### src/rtl/flag_stack_register_pkg.sv
// Flag bit positions and the shared flag word type for the status register.
package procco_flag_pkg;
   localparam int FLAG_W = 4;
   localparam int FLAG_C = 0;
   localparam int FLAG_Z = 1;
   localparam int FLAG_N = 2;
   localparam int FLAG_V = 3;

   typedef logic [FLAG_W-1:0] flags_t;
endpackage

### src/rtl/flag_lifo.sv
// LIFO of saved flag words with count, full/empty and single-cycle error events.
module flag_lifo
   import procco_flag_pkg::*;
#(
   parameter int W     = 4,
   parameter int DEPTH = 4
) (
   input  logic                         clk,
   input  logic                         rst,
   input  logic                         push_i,
   input  logic                         pop_i,
   input  logic [W-1:0]                 wdata_i,
   output logic [W-1:0]                 top_o,
   output logic [$clog2(DEPTH+1)-1:0]   count_o,
   output logic                         full_o,
   output logic                         empty_o,
   output logic                         pop_ok_o,
   output logic                         ovf_o,
   output logic                         unf_o
);
   localparam int CW = $clog2(DEPTH+1);
   localparam int AW = (DEPTH > 1) ? $clog2(DEPTH) : 1;

   logic [W-1:0]  mem_q [DEPTH];
   logic [CW-1:0] count_q, count_d;
   logic [AW-1:0] top_idx, wr_idx;
   logic          do_push, swap, wr_en;

   assign full_o   = (count_q == CW'(DEPTH));
   assign empty_o  = (count_q == '0);
   assign top_idx  = AW'(count_q - CW'(1));

   // A pop on a non-empty stack wins; a simultaneous push turns it into a swap.
   assign pop_ok_o = pop_i & ~empty_o;
   assign swap     = pop_ok_o & push_i;
   assign do_push  = push_i & ~pop_i & ~full_o;
   assign ovf_o    = push_i & ~pop_i & full_o;
   assign unf_o    = pop_i & empty_o;

   assign wr_en    = do_push | swap;
   assign wr_idx   = swap ? top_idx : AW'(count_q);
   assign top_o    = empty_o ? '0 : mem_q[top_idx];
   assign count_o  = count_q;

   always_comb begin
      count_d = count_q;
      if (do_push)
         count_d = count_q + CW'(1);
      else if (pop_ok_o && !push_i)
         count_d = count_q - CW'(1);
   end

   always_ff @(posedge clk or posedge rst) begin
      if (rst) count_q <= '0;
      else     count_q <= count_d;
   end

   // Storage carries no reset; an empty count makes its contents irrelevant.
   always_ff @(posedge clk) begin
      if (wr_en) mem_q[wr_idx] <= wdata_i;
   end
endmodule

### src/rtl/flag_stack_register.sv
// Live status flags with masked ALU update, save/restore stack and sticky stack errors.
module flag_stack_register
   import procco_flag_pkg::*;
#(
   parameter int                FLAG_W      = procco_flag_pkg::FLAG_W,
   parameter int                STACK_DEPTH = 4,
   parameter logic [FLAG_W-1:0] RESET_FLAGS = '0
) (
   input  logic                               clk,
   input  logic                               reset,
   input  logic                               FR_read,
   input  logic [FLAG_W-1:0]                  flag_mask,
   input  logic [FLAG_W-1:0]                  flag_in,
   input  logic                               push,
   input  logic                               pop,
   input  logic                               err_clear,
   output logic [FLAG_W-1:0]                  flags_out,
   output logic [$clog2(STACK_DEPTH+1)-1:0]   stack_count,
   output logic                               stack_full,
   output logic                               stack_empty,
   output logic                               overflow_err,
   output logic                               underflow_err
);
   logic [FLAG_W-1:0] flags_q, flags_d, top;
   logic              ovf_q, ovf_d, unf_q, unf_d;
   logic              pop_ok, ovf_ev, unf_ev;

   flag_lifo #(.W(FLAG_W), .DEPTH(STACK_DEPTH)) u_lifo (
      .clk      (clk),
      .rst      (reset),
      .push_i   (push),
      .pop_i    (pop),
      .wdata_i  (flags_q),
      .top_o    (top),
      .count_o  (stack_count),
      .full_o   (stack_full),
      .empty_o  (stack_empty),
      .pop_ok_o (pop_ok),
      .ovf_o    (ovf_ev),
      .unf_o    (unf_ev)
   );

   always_comb begin
      flags_d = flags_q;
      if (pop_ok)
         flags_d = top;
      else if (FR_read)
         flags_d = (flags_q & ~flag_mask) | (flag_in & flag_mask);
      // A new error event overrides a same-cycle clear.
      ovf_d = ovf_ev | (ovf_q & ~err_clear);
      unf_d = unf_ev | (unf_q & ~err_clear);
   end

   always_ff @(posedge clk or posedge reset) begin
      if (reset) begin
         flags_q <= RESET_FLAGS;
         ovf_q   <= 1'b0;
         unf_q   <= 1'b0;
      end else begin
         flags_q <= flags_d;
         ovf_q   <= ovf_d;
         unf_q   <= unf_d;
      end
   end

   assign flags_out     = flags_q;
   assign overflow_err  = ovf_q;
   assign underflow_err = unf_q;
endmodule

### config.mk
export PLATFORM = sky130hd
export DESIGN_NAME = flag_stack_register
export DESIGN_NICKNAME = d
export VERILOG_FILES = /design/src/rtl/flag_stack_register_pkg.sv /design/src/rtl/flag_lifo.sv /design/src/rtl/flag_stack_register.sv
export SDC_FILE = /design/constraint.sdc
export NUM_CORES = 1
export LEC_CHECK = 0
export CAP_MARGIN = 20
export CORE_MARGIN = 2
export CORE_UTILIZATION = 33
export CTS_CLUSTER_DIAMETER = 80
export DETAILED_ROUTE_END_ITERATION = 10
export PLACE_DENSITY_LB_ADDON = 0.08
export SLEW_MARGIN = 10
export SYNTH_ARGS = -nofsm -noshare
export SYNTH_HDL_FRONTEND = slang
export SYNTH_HIERARCHICAL = 1
export SYNTH_SLANG_ARGS = --single-unit
### constraint.sdc
create_clock -name clk -period 7.3 [get_ports clk]
set_clock_uncertainty 0.2 [all_clocks]
set_input_delay 2.19 -clock clk [delete_from_list [all_inputs] [get_ports clk]]
set_output_delay 2.19 -clock clk [all_outputs]
set_load 0.01 [all_outputs]
==> flow_summary.json <==
{
  "met2_usage_pct": 19.61,
  "postCtsHoldBufs": 0,
  "rows": 23,
  "min_path_type": "reg2reg",
  "post_cts_buffers": 0,
  "place_congestion": 0.7327,
  "diodes": 0,
  "clock_tree.root_cell": "clkbuf_8",
  "cp.required_ps": 4910,
  "ys_types": 37,
  "grt_pass1_wl_mm": 4.478,
  "ys_top_logic_family": "simple AND/OR/NAND/NOR gates",
  "fin_area_um2": 1659,
  "p_total_mw": 0.6765,
  "rsz0062_at_grt": "no",
  "cp_max_fo": 11,
  "yosysTopAreaCellShare_pct": 35.72,
  "drive_above_1_share_pct": 11.45,
  "fin_tns_setup_ps": 0,
  "dp_cells": 177,
  "status": "completed",
  "endpoint_kind": "output port",
  "drv_slew": 0,
  "antenna_left": 0,
  "syn-cell-area_um2": 1345,
  "cts_htree_levels": 1,
  "vias": 921,
  "fin_ws_ps": 2699,
  "async_reset_ff_share_pct": 36.00,
  "nNetsFinal": 149,
  "ys_sh_simple_pct": 19.26,
  "common_cells": "edfxtp_1 (16), dfrtp_1 (9), inv_1 (7), nor2b_1 (7)",
  "tool_warnings": 28,
  "finalCritPeriodShare_pct": 63.03,
  "routed.top_layer": "met4",
  "hpwl_mm": 2.073,
  "grt-busiest-layer": "met1",
  "synth_warnings": 6,
  "ys_chip_area_um2": 1345,
  "grtUsageTotal_pct": 13.55,
  "crit_type": "reg2out",
  "met2_length_mm": 1.230,
  "crit_chain": "inv_1, ha_1, nor2b_1, clkdlybuf4s50_1",
  "drt_first_pass_iters": 4,
  "ir_worst_vdd_mv": 0.1226
}
layout by cell type (no fill, tap or decap), types with 2 or more instances in the layout:
master           instances
inv_1                    7
o311ai_0                 2
nor4b_1                  3
clkbuf_8                 3
ha_1                     3
a21oi_1                  2
dfrtp_1                  9
a21o_1                   2
nand2_1                  4
clkdlybuf4s50_1         24
and3_1                   4
nor2b_1                  7
mux4_2                   4
a21boi_0                 4
nor3_1                   3
xnor2_1                  2
or3_1                    2
and2_1                   2
edfxtp_1                16
o31a_1                   4
and4b_1                  2
or2b_1                   2
nor2_1                   3
nand2b_1                 3
worst paths after layout:
kind,from,end,slack (ps),cells after the start
worst max-delay path,u_lifo/count_o[0],stack_empty,2700,4
worst min-delay path,underflow_err,underflow_err,290,1
worst max register to register,u_lifo/count_o[0],u_lifo/mem_q[3][0],4390,6
worst min register to register,underflow_err,underflow_err,290,1
max in group asynchronous,reset,asynchronous set/reset pin,4740,2
min in group asynchronous,reset,u_lifo/count_o[1],1910,2
where the power goes:
part	leakage, nW	internal [mW]	total [mW]	switching, mW
Sequential	0.256	0.214	0.267	0.0524
Combinational	0.355	0.179	0.327	0.148
Clock	0.0217	0.0386	0.0824	0.0438
Total	0.632	0.432	0.676	0.245
area by class of cell:
cell class / instances / share of cell area [%]
clock inverters: 1 / 0.4525
flip-flops and latches: 25 / 42.53
multi-input cells: 70 / 34.24
clock buffers: 3 / 2.489
well taps: 50 / 3.771
inverters: 7 / 1.584
repair buffers: 25 / 14.93
critical path: cells and delay by family (launching register included):
| family | cells | cell delay, ps |
|---|---|---|
| adders and majority gates | 1 | 350 |
| buffers and inverters | 2 | 770 |
| DFF | 1 | 560 |
| and+or+nand+nor | 1 | 270 |
**I/O pins on the die edge**

Pins as bars across the die edge, other pins in gray.
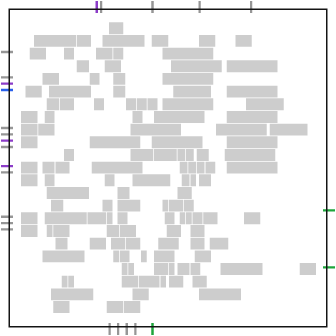
Purple marks flag_mask, pins 4, direction input, edge 3 west, 1 north. Green marks stack_count, pins 3, direction output, edge 2 east, 1 south. Blue marks FR_read, pins 1, direction input, edge west.
All pins by edge: 13 west, 5 north, 5 south, 2 east.
die width: 67.84 um
buffers added on ports: 24
die y size: 67.84 um

**Register map, names as in the netlist**

Other sequential cells in the stronger gray, the rest of the logic in the fainter gray.
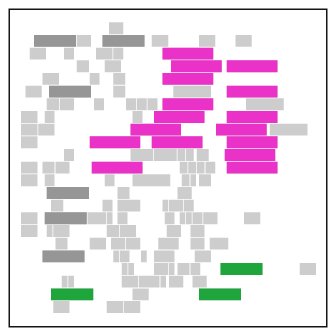
Green marks u_lifo/count_o, sequential cells 3. Magenta marks u_lifo/mem_q, sequential cells 16.
Seq area share: 42.53%
final core utilization: 41.78%
Register Area: 705.7 um2

Power figures rest on the tool's default switching activity, not on a simulated workload.
